===== config.mk =====
export PLATFORM = sky130hd
export DESIGN_NAME = mux_sel_sched_flat
export DESIGN_NICKNAME = d
export VERILOG_FILES = /design/src/rtl/mux_sel_sched_if.sv /design/src/rtl/mux_sel_sched.sv /design/src/flat_wrapper.sv
export SDC_FILE = /design/constraint.sdc
export NUM_CORES = 1
export LEC_CHECK = 0
export CAP_MARGIN = 20
export CORE_AREA = 5 5 42 44
export DETAILED_ROUTE_END_ITERATION = 7
export DIE_AREA = 0 0 47 49
export DONT_BUFFER_PORTS = 1
export PLACE_DENSITY_LB_ADDON = 0.12
export SYNTH_ARGS = -nofsm -noshare
export SYNTH_HDL_FRONTEND = slang
export SYNTH_SLANG_ARGS = --single-unit

===== constraint.sdc =====
create_clock -name clk -period 2.8 [get_ports clk]
set_input_delay 0.42 -clock clk [delete_from_list [all_inputs] [get_ports clk]]
set_output_delay 0.42 -clock clk [all_outputs]
set_load 0.01 [all_outputs]

===== src/rtl/mux_sel_sched_if.sv =====
// Handshake and datapath bundle between mux_sel_sched and its environment.
// master is the scheduler side, slave is the sources/mux/sink side.
interface mux_sel_sched_if #(
    parameter int WIDTH = 8
);
    logic             D0_valid;
    logic             D0_ready;
    logic             D1_valid;
    logic             D1_ready;
    logic             S;
    logic [WIDTH-1:0] Q;
    logic             out_valid;
    logic             out_ready;
    logic [WIDTH-1:0] out_data;
    logic             out_src;

    modport master (
        input  D0_valid, D1_valid, Q, out_ready,
        output D0_ready, D1_ready, S,
        output out_valid, out_data, out_src
    );

    modport slave (
        output D0_valid, D1_valid, Q, out_ready,
        input  D0_ready, D1_ready, S,
        input  out_valid, out_data, out_src
    );
endinterface


===== src/rtl/mux_sel_sched.sv =====
// Select-line scheduler for a 2:1 mux array: sticky grant with burst
// limit, one settle cycle on S, then capture of Q into an output slot.
module mux_sel_sched #(
    parameter int WIDTH    = 8,
    parameter int HOLD_MAX = 4
) (
    input  logic               clk,
    input  logic               rst,
    mux_sel_sched_if.master    bus
);
    localparam int BW = $clog2(HOLD_MAX + 1);
    localparam logic [BW-1:0] HMAX = BW'(HOLD_MAX);

    typedef enum logic {IDLE, SETTLE} state_t;

    state_t           state, state_n;
    logic             s_q, s_n;
    logic             last;
    logic [BW-1:0]    burst_cnt;
    logic             ov_q;
    logic [WIDTH-1:0] od_q;
    logic             os_q;
    logic             w;
    logic             slot_free;
    logic             cap;

    assign slot_free = !ov_q || bus.out_ready;
    assign cap       = (state == SETTLE) && slot_free;

    // Sole requester wins outright; contention honours the burst limit.
    always_comb begin
        w = last;
        if (bus.D0_valid && !bus.D1_valid)
            w = 1'b0;
        else if (bus.D1_valid && !bus.D0_valid)
            w = 1'b1;
        else if (burst_cnt >= HMAX)
            w = !last;
    end

    always_comb begin
        state_n = state;
        s_n     = s_q;
        unique case (state)
            IDLE: begin
                if (bus.D0_valid || bus.D1_valid) begin
                    s_n     = w;
                    state_n = SETTLE;
                end
            end
            SETTLE: begin
                if (slot_free)
                    state_n = IDLE;
            end
            default: state_n = IDLE;
        endcase
    end

    always_ff @(posedge clk or posedge rst) begin
        if (rst) begin
            state <= IDLE;
            s_q   <= 1'b0;
        end else begin
            state <= state_n;
            s_q   <= s_n;
        end
    end

    // S is the granted channel while in SETTLE.
    always_ff @(posedge clk or posedge rst) begin
        if (rst) begin
            last      <= 1'b0;
            burst_cnt <= '0;
        end else if (cap) begin
            last <= s_q;
            if (s_q == last)
                burst_cnt <= (burst_cnt >= HMAX) ? HMAX : burst_cnt + 1'b1;
            else
                burst_cnt <= BW'(1);
        end
    end

    always_ff @(posedge clk or posedge rst) begin
        if (rst) begin
            ov_q <= 1'b0;
            od_q <= '0;
            os_q <= 1'b0;
        end else if (cap) begin
            ov_q <= 1'b1;
            od_q <= bus.Q;
            os_q <= s_q;
        end else if (bus.out_ready) begin
            ov_q <= 1'b0;
        end
    end

    assign bus.S         = s_q;
    assign bus.D0_ready  = cap && !s_q;
    assign bus.D1_ready  = cap && s_q;
    assign bus.out_valid = ov_q;
    assign bus.out_data  = od_q;
    assign bus.out_src   = os_q;
endmodule


===== src/flat_wrapper.sv =====
// flat-port wrapper written by rule: the top's interface ports become plain ports
module mux_sel_sched_flat 
#(
    parameter int WIDTH    = 8,
    parameter int HOLD_MAX = 4
)
  (clk, rst, bus_D0_valid, bus_D1_valid, bus_Q, bus_out_ready, bus_D0_ready, bus_D1_ready, bus_S, bus_out_valid, bus_out_data, bus_out_src);
  mux_sel_sched_if #(.WIDTH(WIDTH)) bus_i ();
  input  logic clk;
  input  logic rst;
  input wire logic [$bits(bus_i.D0_valid)-1:0] bus_D0_valid;
  input wire logic [$bits(bus_i.D1_valid)-1:0] bus_D1_valid;
  input wire logic [$bits(bus_i.Q)-1:0] bus_Q;
  input wire logic [$bits(bus_i.out_ready)-1:0] bus_out_ready;
  output wire logic [$bits(bus_i.D0_ready)-1:0] bus_D0_ready;
  output wire logic [$bits(bus_i.D1_ready)-1:0] bus_D1_ready;
  output wire logic [$bits(bus_i.S)-1:0] bus_S;
  output wire logic [$bits(bus_i.out_valid)-1:0] bus_out_valid;
  output wire logic [$bits(bus_i.out_data)-1:0] bus_out_data;
  output wire logic [$bits(bus_i.out_src)-1:0] bus_out_src;
  assign bus_i.D0_valid = bus_D0_valid;
  assign bus_i.D1_valid = bus_D1_valid;
  assign bus_i.Q = bus_Q;
  assign bus_i.out_ready = bus_out_ready;
  assign bus_D0_ready = bus_i.D0_ready;
  assign bus_D1_ready = bus_i.D1_ready;
  assign bus_S = bus_i.S;
  assign bus_out_valid = bus_i.out_valid;
  assign bus_out_data = bus_i.out_data;
  assign bus_out_src = bus_i.out_src;
  mux_sel_sched #(.WIDTH(WIDTH), .HOLD_MAX(HOLD_MAX)) u_core (.clk(clk), .rst(rst), .bus(bus_i));
endmodule

Figure 1. Logic cells by family.
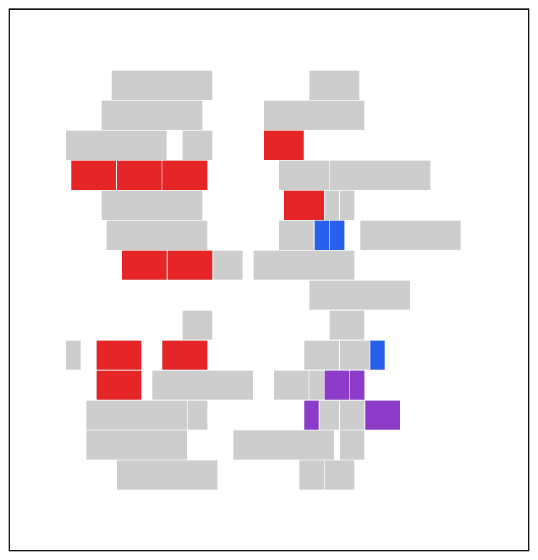
color	family	cells
blue	nor cells	3
purple	nand cells	4
red	mux cells	10

Figure 2. Clock wiring as the flow saved it.
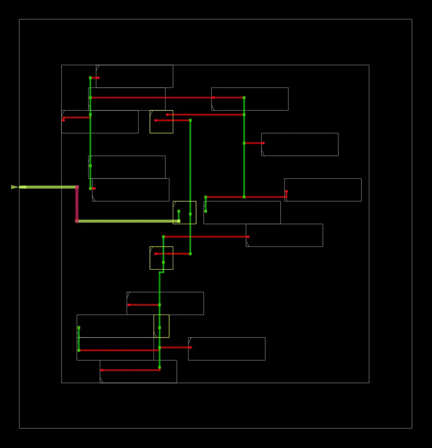
CTS buffer count: 3
Clk. pwr: 119 µW
clkbuf count: 3

==> reports/qor.csv <==
metric,value,unit
status,finished clean,
met2_usage,0.201,
die_y,49,µm
ys_ff,15,
path_class,reg -> out,
num-nonclk-buffers,0,
synth-edff-count,0,
seq_share,0.551,
floorplan.nets,64,
synth.distinct_cells,17,
cts_hold_buffers,0,
reg2regPathDepth,3,
clock_sinks,15,
core_area,1400,µm²
wire_per_inst,18.5,µm
maxSlewViolCount,0,
hp-class,in -> async,
fin_area,681,µm²
pre_cts_slack,1.35,ns
grt_pass1_vias,436,
ys.warnings.count,0,
port_buffers,0,
fin_crit_sh,0.617,
crit_chain,"nand2b_2, nand2_2, nor2_1",
netSwitchingFraction,0.396,
yosysChipArea,648,µm²
comb_power_share,0.318,
fin_util,0.486,
grt_first_pass_wirelength,2060,µm
syn_area,648,µm²
chip_area,2300,µm²
firstDrtPassIters,4,
ir_drop,0.476,mV
internal_power,514,µW
fillers,138,
synth.most_common_cell,dfrtp_1,
top_cell_area_share,0.579,
synthArstFlopShare,1.00,
p_total,851,µW
fp_util,0.463,
comb_share,0.357,
route.top_layer_used,met4,
setup_viol,0,
clockRootBuffer,clkbuf_4,
antenna_found_initial,0,
drive_above_1_share,0.288,
slew_headroom,0.622,
rrSetupSlack,1.50,ns
syn_avg_cell_area,13.2,µm²
p_clk_frac,0.140,
flop_cell,dfrtp_1,
max_clock_freq,0.579,GHz
cp-startpoint,u_core.bus.out_valid,
power_leader,sequential cells,
cap_viol_max_count,0,
grt_max_degree,16,
fin_crit,1.73,ns
final-nonclk-buf-share,0,
die_x,47,µm
cellLeakagePower,0.000327,µW
wl_met3,112,µm
gp_congestion,0.689,
critPathMaxStageDelay,0.44,ns
log.warning_count,28,
synth.area.top_cells,"dfrtp_1 (58%), mux2_2 (14%), ha_1 (3.9%)",
hold_violations,0,
rows,14,
yosys.area_share.xor_xnor,0.0270,
worstSetupEndpoint,bus_D0_ready,
clock_latency,0.28,ns
busiest_layer,met2,
taps,16,
mux_area_frac,0.170,
seq_area,375,µm²
wl_met1,443,µm
yosys.stat.seqShare,0.579,
n_antenna_cell,0,
adder_share,0.0386,
clkTransAtPathRegs,0.09,ns
switchingPower,337,µW
rsz0062_at_grt,no,
cp.depth,3,
lay_top_cells,"dfrtp_1 (15), mux2_2 (8), inv_1 (4)",
comb_area,243,µm²
Power figures rest on the tool's default switching activity, not on a simulated workload.
